Run 1, cells coloured by class:
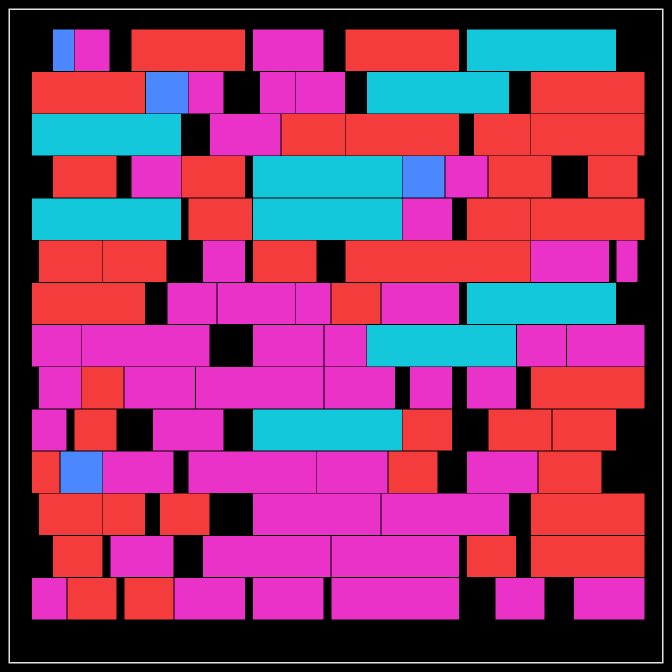
Run 1, the clock network:
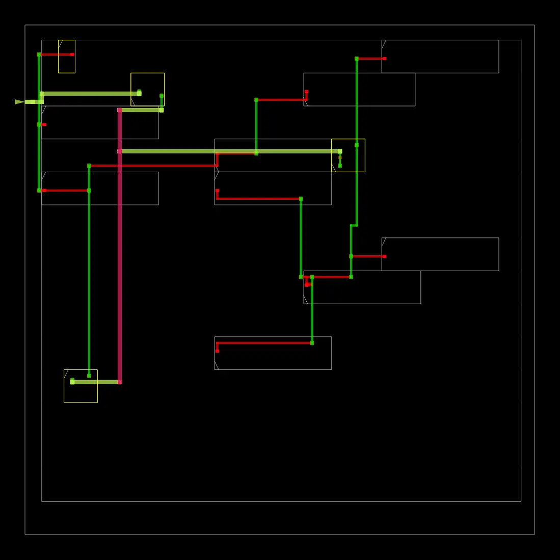
Run 1, clock wires, drivers and flops:
Scale bar: 10 microns.
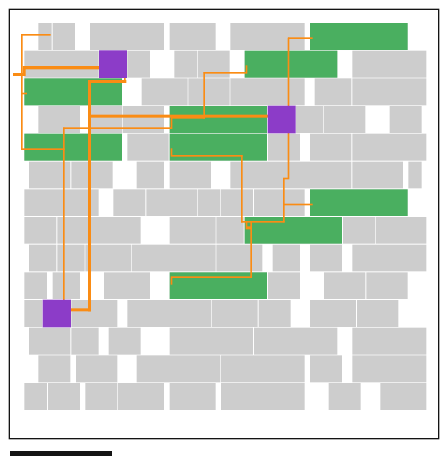
[src/rtl/ldl_ring_shift_right_pipe.sv]
// ---------------------------------------------------------------------------
// ldl_ring_shift_right_pipe
//
// Purpose:
//   Rotates the input word right by a runtime amount. Bits that leave the LSB
//   re-enter at the MSB: y[i] = x[(i + s) mod WIDTH], where s = sel mod WIDTH.
//   The unit is a log2 barrel shifter. It can have a register after every
//   barrel stage, and it always ends in a registered, valid-qualified output.
//
// Parameters:
//   WIDTH     - data width in bits. Must be >= 2; it need not be a power of two.
//   STAGE_REG - 0: a combinational barrel followed by one output register
//                  (latency 1).
//               1: a register after every barrel stage; the last stage
//                  register is the output register (latency SW).
//   SW        - $clog2(WIDTH). This is the width of sel and the number of
//               barrel stages.
//
// Ports:
//   clk       - rising-edge clock
//   rst       - asynchronous active-high reset; clears every register
//   in_valid  - qualifies sel and x in the current cycle
//   sel       - rotate-right amount (reduced mod WIDTH by construction)
//   x         - data word to rotate
//   out_valid - in_valid delayed by the latency
//   y         - rotated result; holds its value while no valid result arrives
// ---------------------------------------------------------------------------
module ldl_ring_shift_right_pipe #(
    parameter  int WIDTH     = 8,
    parameter  int STAGE_REG = 0,
    localparam int SW        = $clog2(WIDTH)
) (
    input  logic             clk,
    input  logic             rst,
    input  logic             in_valid,
    input  logic [SW-1:0]    sel,
    input  logic [WIDTH-1:0] x,
    output logic             out_valid,
    output logic [WIDTH-1:0] y
);

    // Stage k rotates by 2^k mod WIDTH. Because 2^k < WIDTH for every k < SW,
    // the amounts sum to the true (sel mod WIDTH) rotation, even when WIDTH is
    // not a power of two. Each stage passes on only the sel bits that later
    // stages still need, so the sel vector narrows by one bit per stage.
    genvar k;
    generate
        for (k = 0; k < SW; k++) begin : g_stage
            localparam int AMT = (1 << k) % WIDTH;

            logic [WIDTH-1:0] w_din;
            logic [SW-1-k:0]  w_sin;
            logic             w_vin;
            logic [WIDTH-1:0] w_rot;

            if (k == 0) begin : g_src
                assign w_din = x;
                assign w_sin = sel;
                assign w_vin = in_valid;
            end else begin : g_src
                assign w_din = g_stage[k-1].g_next.w_dnext;
                assign w_sin = g_stage[k-1].g_next.w_snext;
                assign w_vin = g_stage[k-1].g_next.w_vnext;
            end

            // AMT is always in 1..WIDTH-1, so both slices are non-empty.
            assign w_rot = w_sin[0] ? {w_din[AMT-1:0], w_din[WIDTH-1:AMT]}
                                    : w_din;

            if (k < SW - 1) begin : g_next
                logic [WIDTH-1:0] w_dnext;
                logic [SW-2-k:0]  w_snext;
                logic             w_vnext;

                if (STAGE_REG != 0) begin : g_reg
                    // ---- stage k register boundary ----
                    logic [WIDTH-1:0] r_d;
                    logic [SW-2-k:0]  r_s;
                    logic             r_v;

                    always_ff @(posedge clk or posedge rst) begin
                        if (rst) begin
                            r_d <= '0;
                            r_s <= '0;
                            r_v <= 1'b0;
                        end else begin
                            r_d <= w_rot;
                            r_s <= w_sin[SW-1-k:1];
                            r_v <= w_vin;
                        end
                    end

                    assign w_dnext = r_d;
                    assign w_snext = r_s;
                    assign w_vnext = r_v;
                end else begin : g_comb
                    assign w_dnext = w_rot;
                    assign w_snext = w_sin[SW-1-k:1];
                    assign w_vnext = w_vin;
                end
            end
        end
    endgenerate

    logic [WIDTH-1:0] w_last_d;
    logic             w_last_v;

    assign w_last_d = g_stage[SW-1].w_rot;
    assign w_last_v = g_stage[SW-1].w_vin;

    // ---- output register boundary ----
    // y loads only on a valid result, so it holds the last result while idle.
    logic [WIDTH-1:0] r_y;
    logic             r_vld;

    always_ff @(posedge clk or posedge rst) begin
        if (rst) begin
            r_y   <= '0;
            r_vld <= 1'b0;
        end else begin
            r_vld <= w_last_v;
            if (w_last_v) begin
                r_y <= w_last_d;
            end
        end
    end

    assign y         = r_y;
    assign out_valid = r_vld;

endmodule

[config.mk]
export PLATFORM = sky130hd
export DESIGN_NAME = ldl_ring_shift_right_pipe
export DESIGN_NICKNAME = d
export VERILOG_FILES = /design/src/rtl/ldl_ring_shift_right_pipe.sv
export SDC_FILE = /design/constraint.sdc
export NUM_CORES = 1
export LEC_CHECK = 0
export CORE_UTILIZATION = 38
export DETAILED_ROUTE_END_ITERATION = 16
export GPL_ROUTABILITY_DRIVEN = 0
export PLACE_DENSITY_LB_ADDON = 0.12
export SLEW_MARGIN = 5
export SYNTH_ARGS = -nofsm -noshare
export SYNTH_HDL_FRONTEND = slang
export SYNTH_SLANG_ARGS = --single-unit
[constraint.sdc]
create_clock -name clk -period 0.8 [get_ports clk]
set_input_delay 0.12 -clock clk [delete_from_list [all_inputs] [get_ports clk]]
set_output_delay 0.12 -clock clk [all_outputs]
set_load 0.05 [all_outputs]
==> impl_metrics.tcl, run 1 <==
# place-and-route summary
set metrics [dict create \
    outcome "complete, but fails checks" \
    failed_checks "negative setup slack" \
    required_ps 680 \
    ys_area_sq_um 609.3 \
    swShare_pct 36.82 \
    dr_wl_met3_microns 120 \
    critical_path.cell_chain "buf_6, buf_12" \
    syn-cell-area_sq_um 609.3 \
    layout_top_cells_excl_fill_tap "sky130_fd_sc_hd__a22oi_2, sky130_fd_sc_hd__buf_6, sky130_fd_sc_hd__buf_12" \
    r2r_end "y[7]" \
    power_frac_comb_pct 54.4 \
    area.growth.synth_to_final_pct 120.3 \
    routedWlPerCell_microns 21.35 \
    worst-setup-path-type "reg -> out" \
    chipArea_sq_mm 0.001768 \
    synth_largest_type_area_fraction_pct 36.96 \
    grt_pass1_vias 695 \
    setup_viol 17 \
    cts_inserted_buffers 3 \
    slew_headroom_pct 76.09 \
    timing.final.hold_violations 0 \
    worst_slack_ps -280.0 \
    ys_cells 59 \
    die_width_microns 42.05 \
    synth.most_common_cell "sky130_fd_sc_hd__a22oi_1" \
    fin_cells 113 \
    maxClockFrequency_ghz 0.9259 \
    ios 23 \
    rsz0062_at_grt "true" \
    ctsRootBufferMaster "sky130_fd_sc_hd__clkbuf_4" \
    grt_antenna_before_repair 0 \
    setup.worst_path.start "y[7]" \
    slew_worst_pin_ps 358.3 \
    crit_path_start_kind "register" \
    i_o_buffers 22 \
    drive_gt1_share_pct 68.04 \
    post-cts-setup-buffer-count 1 \
    globalRouteTotalUtil_pct 26.43 \
    first_iter_violations 26 \
    count_of_library_flops_with_an_enable_pin 0 \
    dp_worst_slack_ps -805.7 \
    critical_path.n_buffers_inverters 2 \
    xor_share_pct 0 \
    timing.max_cap.violations 0 \
    avgSynthCellArea_sq_um 10.33 \
    finalHoldWorstSlack_ps 121.5 \
    slowest_delay_ps 420 \
    comb_power_mw 1.15 \
    ctsHtreeMaxLevel 1 \
    reg2reg_slack_ps -140 \
    synthDominantAreaCellType "sky130_fd_sc_hd__dfrtp_1" \
    drt_pass1_iterations 4 \
    totalWireLength_mm 2.413 \
    rr_worst_depth 3 \
    clk_pin_slew_ps 70 \
    path_depth 2 \
    synth.logic.top_family "AND-OR/OR-AND gates" \
    internal-power_mw 1.337 \
    synth_compound_gate_area_share_pct 31.21 \
    warnings 29 \
    place.detailed.instances 106 \
    yosys-mux-area-fraction_pct 13.14 \
    placed_area_sq_mm 0.001150 \
    totalPowerFinal_mw 2.116 \
    powerSeq_mw 0.569 \
    area.combinational_sq_um 541.8 \
    mappedNetlistNets 73 \
    worstReg2RegStart "y[7]" \
    grt_first_pass_wirelength_mm 3.470 \
    synth.distinct_cells 12 \
    maximum_number_of_pins_on_one_net_before_global_route_repair 10 \
    maximum_vdd_drop_mv 1.305 \
    num_vias 691 \
    cts_buffer_depth 2 \
    diodes 0 \
    top_layer_used "met4" \
    min_period_over_period_pct 135.0 \
    total_switching_power_mw 0.7792 \
    fin_crit_ps 1080 \
    met2_wirelength_mm 1.234 \
    slowest_stage "sky130_fd_sc_hd__dfrtp_2" \
    p_seq_share_pct 26.9 \
    critPathTopFamily "flip-flops" \
    endpoint "y[7]" \
    ctsResizeCount 39 \
    drt.antenna.violating_nets 0 \
    power.group.top "combinational logic" \
    top_cells_by_area_in_the_synthesized_netlist "sky130_fd_sc_hd__dfrtp_1, sky130_fd_sc_hd__a22oi_1, sky130_fd_sc_hd__mux2i_1" \
    p_per_area_mw_per_mm2 1576 \
    m1WireLength_microns 934 \
    drt-vias-per-instance 6.115 \
]
## Picture notes: 'cells coloured by class'
flops: shown in cyan, cells 9, share of their area 18%. clock drivers and dummy loads: shown in blue, cells 4, share of their area 2.0%. other buffers and delay cells: shown in red, cells 39, share of their area 39%. combinational and other logic: shown in magenta, cells 45, share of their area 41%.
Core Box Area: 0.001506 sq mm
sequential share of cell area: 17.52%
fraction of the core area covered by cells at the end of the flow: 89.12%
Post-Layout Inst Area: 0.001343 sq mm
num rows: 14

## Picture notes: 'the clock network'
number of clock sinks: 9
insertion delay at the late pin of the worst-skew pair: 280 ps
Post-Route Skew: 0 ps
layout clock buffer count: 4
flip-flops: 9

## Picture notes: 'clock wires, drivers and flops'
clock wires: shown in orange, length 178 microns. flip-flops: shown in green, count 9. clock drivers: shown in purple, count 3.
There are 4 routed clock nets.
clock network power: 0.398 mW
share of total power in the clock network: 18.8%

run 1: cell families (layout without fill, tap and decap cells):
logic type      Yosys count  in the layout
compound gates           24             24
simple gates             12             12
mux                       8              8
buf+inv                   6             44
flops                     9              9
run 1: cell type report:
| cell class | instances | share of cell area, % |
|---|---|---|
| clock buffer | 4 | 1.957 |
| multi-input combinational | 44 | 40.35 |
| timing repair buffer | 39 | 38.40 |
| inverter | 1 | 0.2796 |
| sequential | 9 | 17.52 |
| tap | 16 | 1.491 |
run 1: sequential cells by signal (all words and copies together) (netlist names):
signal and flops:
y 8, out_valid 1
run 1: routing by layer:
metal  global-route usage (%)  up-vias
li1                         -      308
met1                    34.82      336
met2                    43.13       36
met3                    6.034       11
met4                    8.750        0
met5                        0        -
Run 1, I/O nets highlighted:
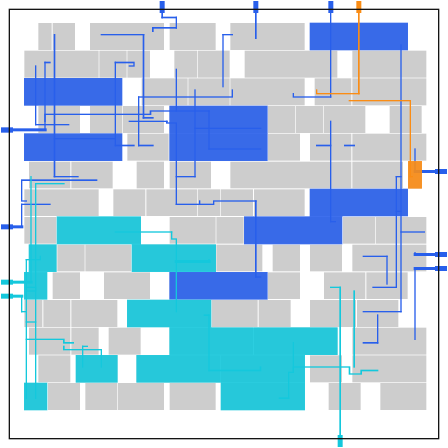

==> inputs of run 2 (changes only) <==
--- a/config.mk
+++ b/config.mk
@@ -5,6 +5,7 @@
 export SDC_FILE = /design/constraint.sdc
 export NUM_CORES = 1
 export LEC_CHECK = 0
+export CORE_MARGIN = 5
 export CORE_UTILIZATION = 38
 export DETAILED_ROUTE_END_ITERATION = 16
 export GPL_ROUTABILITY_DRIVEN = 0
@@ -13,3 +14,4 @@
 export SYNTH_ARGS = -nofsm -noshare
 export SYNTH_HDL_FRONTEND = slang
 export SYNTH_SLANG_ARGS = --single-unit
+export TNS_END_PERCENT = 30
Run 2, I/O nets highlighted:
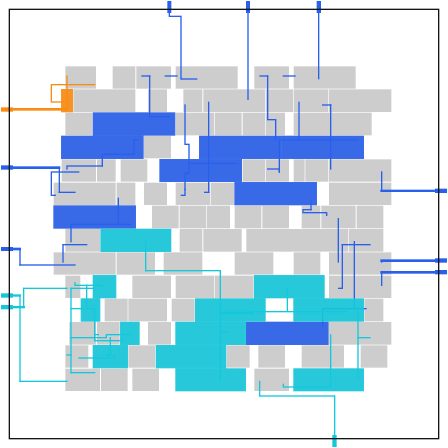
`sel`: shown in cyan, bits 3, direction input, edge 2 left, 1 bottom, end cells 12, buffers 6, wire 151 microns. `rst`: shown in orange, bits 1, direction input, edge left, end cells 1, buffers 1, wire 18.8 microns. `y`: shown in blue, bits 8, direction output, edge 3 right, 3 top, 2 left, end cells 8, buffers 16, wire 216 microns.
I/O Buffers: 22
Boundary Pins: 23

==> run 2 against run 1 <==
- the run still ends with negative setup slack left
- critical path depth stayed put
- via count decreased by 2.0%
- utilization is 2.4 points lower
- critical endpoint is now y[2]
==> impl_metrics.tcl, run 2 <==
# place-and-route summary
set metrics [dict create \
    num-nonclk-inverters 1 \
    critPathTopFamily "flip-flops" \
    worstReg2RegStart "y[2]" \
    layout_top_cells_excl_fill_tap "sky130_fd_sc_hd__buf_12, sky130_fd_sc_hd__nor2b_1, sky130_fd_sc_hd__a22oi_2, sky130_fd_sc_hd__dlygate4sd2_1, sky130_fd_sc_hd__buf_6" \
    maximum_number_of_pins_on_one_net_before_global_route_repair 10 \
    synth.most_common_cell "sky130_fd_sc_hd__a22oi_1" \
    syn-cell-area_sq_um 609.3 \
    multi_input_comb_cells 44 \
    mappedNetlistNets 73 \
    clk_pin_slew_ps 60 \
    slew_headroom_pct 83.70 \
    totalWireLength_mm 2.107 \
    top_cells_by_area_in_the_synthesized_netlist "sky130_fd_sc_hd__dfrtp_1, sky130_fd_sc_hd__a22oi_1, sky130_fd_sc_hd__mux2i_1" \
    rr_worst_depth 3 \
    path_depth 2 \
    required_ps 680 \
    largestClassByArea "buffers" \
    buf_share_pct 39.56 \
    globalRouteTotalUtil_pct 19.65 \
    design_area_sq_mm 0.001306 \
    buffers_excl_clock 39 \
    ys_area_sq_um 609.3 \
    routedWlPerCell_microns 18.65 \
    grt_first_pass_wirelength_mm 3.684 \
    slowest_stage "sky130_fd_sc_hd__dfrtp_2" \
    drt.antenna.violating_nets 0 \
    cts_inserted_buffers 3 \
    grt_pass1_vias 719 \
    critical_path.cell_chain "buf_6, buf_12" \
    critical_path.n_buffers_inverters 2 \
    ctsHtreeMaxLevel 1 \
    worst_clock_skew_ps 0 \
    p_per_area_mw_per_mm2 1542 \
    diodes 0 \
    cts_buffer_depth 2 \
    ctsRootBufferMaster "sky130_fd_sc_hd__clkbuf_4" \
    totalPowerFinal_mw 2.015 \
    fp-utilization_pct 40.45 \
    outcome "complete, but fails checks" \
    register_area_sq_um 235.2 \
    finalHoldWorstSlack_ps 150.2 \
    count_of_library_flops_with_an_enable_pin 0 \
    worst-setup-path-type "reg -> out" \
    ys_cells 59 \
    crit_end_category "primary output" \
    clock_latency_ps 260 \
    drt_pass1_iterations 4 \
    grt_antenna_before_repair 0 \
    numSynthFlops 9 \
    warnings 29 \
    slew_worst_pin_ps 239.4 \
    post-cts-setup-buffer-count 1 \
    rows 14 \
    die_width_microns 50.05 \
    sequential_cell_total 9 \
    tapcell.inserted 16 \
    number_of_flip_flops_under_the_largest_register_name 8 \
    layout_top_cell_excl_fill_tap "sky130_fd_sc_hd__buf_12" \
    timing.final.hold_violations 0 \
    area.combinational_sq_um 504.2 \
    final_core_util_pct 86.71 \
    chipArea_sq_mm 0.002505 \
    dieHeight_microns 50.05 \
    grt_use_met3_pct 8.133 \
    ctsResizeCount 42 \
    maximum_vdd_drop_mv 1.041 \
    slowest_delay_ps 410 \
    placed_area_sq_mm 0.001161 \
    final.clkbuf_count 4 \
    timing.max_cap.violations 0 \
    layout.clock.cell_area_share_pct 2.011 \
    grt.overflow.total 0 \
    synth_warnings 0 \
    top_layer_used "met4" \
    gr-usage-met1_pct 21.22 \
    place.detailed.instances 107 \
    worst_slack_ps -254.3 \
    hold_buffers 0 \
    r2r_end "y[2]" \
    crit_path_start_kind "register" \
    clock_sinks 9 \
    setup.worst_path.start "y[2]" \
    synth_largest_type_area_fraction_pct 36.96 \
    postSynthSeqShare_pct 36.96 \
    maxClockFrequency_ghz 0.9485 \
    sh_comb_area_pct 38.60 \
    reg2reg_slack_ps -160 \
    m1WireLength_microns 754 \
    area.growth.synth_to_final_pct 114.4 \
    grt_busiest_layer "met2" \
    drive_gt1_share_pct 61.86 \
    endpoint "y[2]" \
    first_iter_violations 23 \
    grt_util_met2_pct 33.68 \
    drt-vias-per-instance 5.991 \
    dr_wl_met3_microns 163 \
    seq_area_share_pct 18.01 \
    static-leakage-power_nw 0.5128 \
    setup_viol 17 \
    fin_crit_ps 1054 \
    synthesis.instances 59 \
    dp_worst_slack_ps -809.8 \
    synthDominantAreaCellType "sky130_fd_sc_hd__dfrtp_1" \
    design.core.area_sq_mm 0.001506 \
    num_vias 677 \
    holdCritPathClass "in -> async" \
    rsz0062_at_grt "true" \
    met2_wirelength_mm 1.141 \
    failed_checks "negative setup slack" \
    synth.distinct_cells 12 \
    min_period_over_period_pct 131.8 \
    avgSynthCellArea_sq_um 10.33 \
    fin_cells 113 \
]
run 2: cell counts in the layout (fill, tap and decap cells not counted):
Identical to the previous run, type by type.
run 2: worst register-to-register path: stages (launching register included):
cell	delay (ps)
sky130_fd_sc_hd__dfrtp_2	410
sky130_fd_sc_hd__buf_4	140
sky130_fd_sc_hd__nor2b_4	120
sky130_fd_sc_hd__a31o_1	180
run 2: logic make-up (layout without fill, tap and decap cells):
kind of cell           Yosys count  count (layout)  share of synthesized area, %
AOI/OAI and AO/OA               24              24                         31.21
and+or+nand+nor                 12              12                         13.14
DFF                              9               9                         36.96
muxes                            8               8                         13.14
buffers and inverters            6              44                         5.542
run 2: power breakdown:
group	total (mW)	internal, mW	switching, mW
combinational	1.09	0.593	0.501
clock	0.362	0.193	0.169
sequential	0.558	0.521	0.0375
==> inputs of run 3 (changes only) <==
--- a/config.mk
+++ b/config.mk
@@ -5,8 +5,10 @@
 export SDC_FILE = /design/constraint.sdc
 export NUM_CORES = 1
 export LEC_CHECK = 0
+export CAP_MARGIN = 20
 export CORE_MARGIN = 5
 export CORE_UTILIZATION = 38
+export CTS_CLUSTER_DIAMETER = 100
 export DETAILED_ROUTE_END_ITERATION = 16
 export GPL_ROUTABILITY_DRIVEN = 0
 export PLACE_DENSITY_LB_ADDON = 0.12
Run 3, I/O nets highlighted:
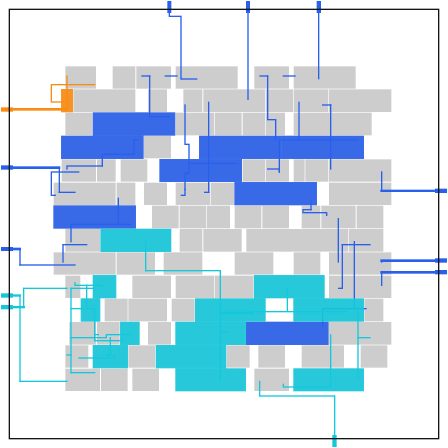
`rst`: shown in orange, bits 1, direction input, edge left, end cells 1, buffers 1, wire 18.8 microns. `y`: shown in blue, bits 8, direction output, edge 3 right, 3 top, 2 left, end cells 8, buffers 16, wire 216 microns. `sel`: shown in cyan, bits 3, direction input, edge 2 left, 1 bottom, end cells 12, buffers 6, wire 151 microns.

==> run 3 against run 2 <==
- final cell count unchanged
- the flow still finishes with violations (negative setup slack)
- wire length did not move
- critical path type unchanged
- final area is the same
==> impl_metrics.tcl, run 3 <==
# place-and-route summary
set metrics [dict create \
    worst_slack_ps -254.3 \
    gr-usage-met1_pct 21.22 \
    totalWireLength_mm 2.107 \
    synth_largest_type_area_fraction_pct 36.96 \
    post-cts-setup-buffer-count 1 \
    holdCritPathClass "in -> async" \
    worst-setup-path-type "reg -> out" \
    diodes 0 \
    synth.distinct_cells 12 \
    routedWlPerCell_microns 18.65 \
    design_area_sq_mm 0.001306 \
    avgSynthCellArea_sq_um 10.33 \
    buffers_excl_clock 39 \
    clock_sinks 9 \
    layout.clock.cell_area_share_pct 2.011 \
    first_iter_violations 23 \
    maxClockFrequency_ghz 0.9485 \
    drt.antenna.violating_nets 0 \
    required_ps 680 \
    seq_area_share_pct 18.01 \
    clock_net_power_mw 0.362 \
    fp-utilization_pct 40.45 \
    slew_headroom_pct 83.70 \
    final.clkbuf_count 4 \
    chipArea_sq_mm 0.002505 \
    slew_worst_pin_ps 239.4 \
    warnings 29 \
    ios 23 \
    ctsResizeCount 42 \
    rsz0062_at_grt "true" \
    largestClassByArea "buffers" \
    critical_path_arrival_ps 930 \
    slowest_stage "sky130_fd_sc_hd__dfrtp_2" \
    dp_worst_slack_ps -809.8 \
    number_of_flip_flops_under_the_largest_register_name 8 \
    drive_gt1_share_pct 61.86 \
    sh_comb_area_pct 38.60 \
    crit_end_category "primary output" \
    ys_area_sq_um 609.3 \
    maximum_vdd_drop_mv 1.041 \
    postSynthSeqShare_pct 36.96 \
    synthDominantAreaCellType "sky130_fd_sc_hd__dfrtp_1" \
    grt_first_pass_wirelength_mm 3.684 \
    area.combinational_sq_um 504.2 \
    numSynthFlops 9 \
    fin_crit_ps 1054 \
    powerSeq_mw 0.558 \
    place.detailed.instances 107 \
    die_width_microns 50.05 \
    top_layer_used "met4" \
    clk_pin_slew_ps 60 \
    grt_antenna_before_repair 0 \
    grt_use_met3_pct 8.133 \
    maximum_number_of_pins_on_one_net_before_global_route_repair 10 \
    synthesis.instances 59 \
    multi_input_comb_cells 44 \
    ctsHtreeMaxLevel 1 \
    worst_clock_skew_ps 0 \
    register_area_sq_um 235.2 \
    sequential_cell_total 9 \
    m1WireLength_microns 754 \
    p_seq_share_pct 27.7 \
    synth.most_common_cell "sky130_fd_sc_hd__a22oi_1" \
    placed_area_sq_mm 0.001161 \
    internal-power_mw 1.307 \
    critical_path.cell_chain "buf_6, buf_12" \
    outcome "complete, but fails checks" \
    final_core_util_pct 86.71 \
    timing.final.hold_violations 0 \
    totalPowerFinal_mw 2.015 \
    cts_inserted_buffers 3 \
    met2_wirelength_mm 1.141 \
    p_per_area_mw_per_mm2 1542 \
    grt_pass1_vias 719 \
    power.group.top "combinational logic" \
    area.growth.synth_to_final_pct 114.4 \
    rows 14 \
    fin_cells 113 \
    drt-vias-per-instance 5.991 \
    num-nonclk-inverters 1 \
    ys_cells 59 \
    setup_viol 17 \
    min_period_over_period_pct 131.8 \
    layout_top_cell_excl_fill_tap "sky130_fd_sc_hd__buf_12" \
    failed_checks "negative setup slack" \
    globalRouteTotalUtil_pct 19.65 \
    crit_path_start_kind "register" \
    static-leakage-power_nw 0.5128 \
    finalHoldWorstSlack_ps 150.2 \
    buf_share_pct 39.56 \
    timing.max_cap.violations 0 \
    tapcell.inserted 16 \
    drt_pass1_iterations 4 \
    clock_latency_ps 260 \
    count_of_library_flops_with_an_enable_pin 0 \
    syn-cell-area_sq_um 609.3 \
    slowest_delay_ps 410 \
    ctsRootBufferMaster "sky130_fd_sc_hd__clkbuf_4" \
    synth_warnings 0 \
    design.core.area_sq_mm 0.001506 \
    grt.overflow.total 0 \
    dieHeight_microns 50.05 \
    comb_power_mw 1.09 \
    grt_busiest_layer "met2" \
    power_frac_comb_pct 54.3 \
    critPathTopFamily "flip-flops" \
    cts_buffer_depth 2 \
    num_vias 677 \
    critical_path.n_buffers_inverters 2 \
    i_o_buffers 22 \
    dr_wl_met3_microns 163 \
    layout_top_cells_excl_fill_tap "sky130_fd_sc_hd__buf_12, sky130_fd_sc_hd__nor2b_1, sky130_fd_sc_hd__a22oi_2, sky130_fd_sc_hd__dlygate4sd2_1, sky130_fd_sc_hd__buf_6" \
    hold_buffers 0 \
    mappedNetlistNets 73 \
    clock_power_share_pct 18.0 \
    swShare_pct 35.12 \
]
## run 3: kinds of logic (layout without fill, tap and decap cells)
kind of cell / after synthesis / in the layout / synth area share (%)
AND/OR/NAND/NOR: 12 / 12 / 13.14
multiplexers: 8 / 8 / 13.14
AND-OR/OR-AND: 24 / 24 / 31.21
buffers and inverters: 6 / 44 / 5.542
flip-flops: 9 / 9 / 36.96
## run 3: worst paths after layout
check                         start  slack (ps)         to  cells after the start
hold reg to reg                y[4]         620       y[4]                      2
max in group asynchronous       rst         540       y[3]                      3
hold / removal                  rst         150  out_valid                      3
setup reg to reg               y[2]        -160       y[2]                      3
setup / recovery               y[2]        -250       y[2]                      2
min in group clk           in_valid         450  out_valid                      2

## Gallery

Logic cells by family.
(a)
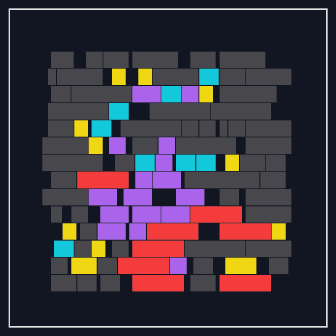
(b)
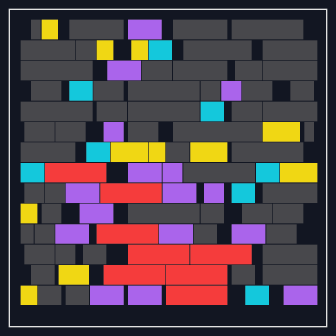
- run 3 = (a)
- run 1 = (b)

No activity file was given, so power comes from the tool's default toggle rates.
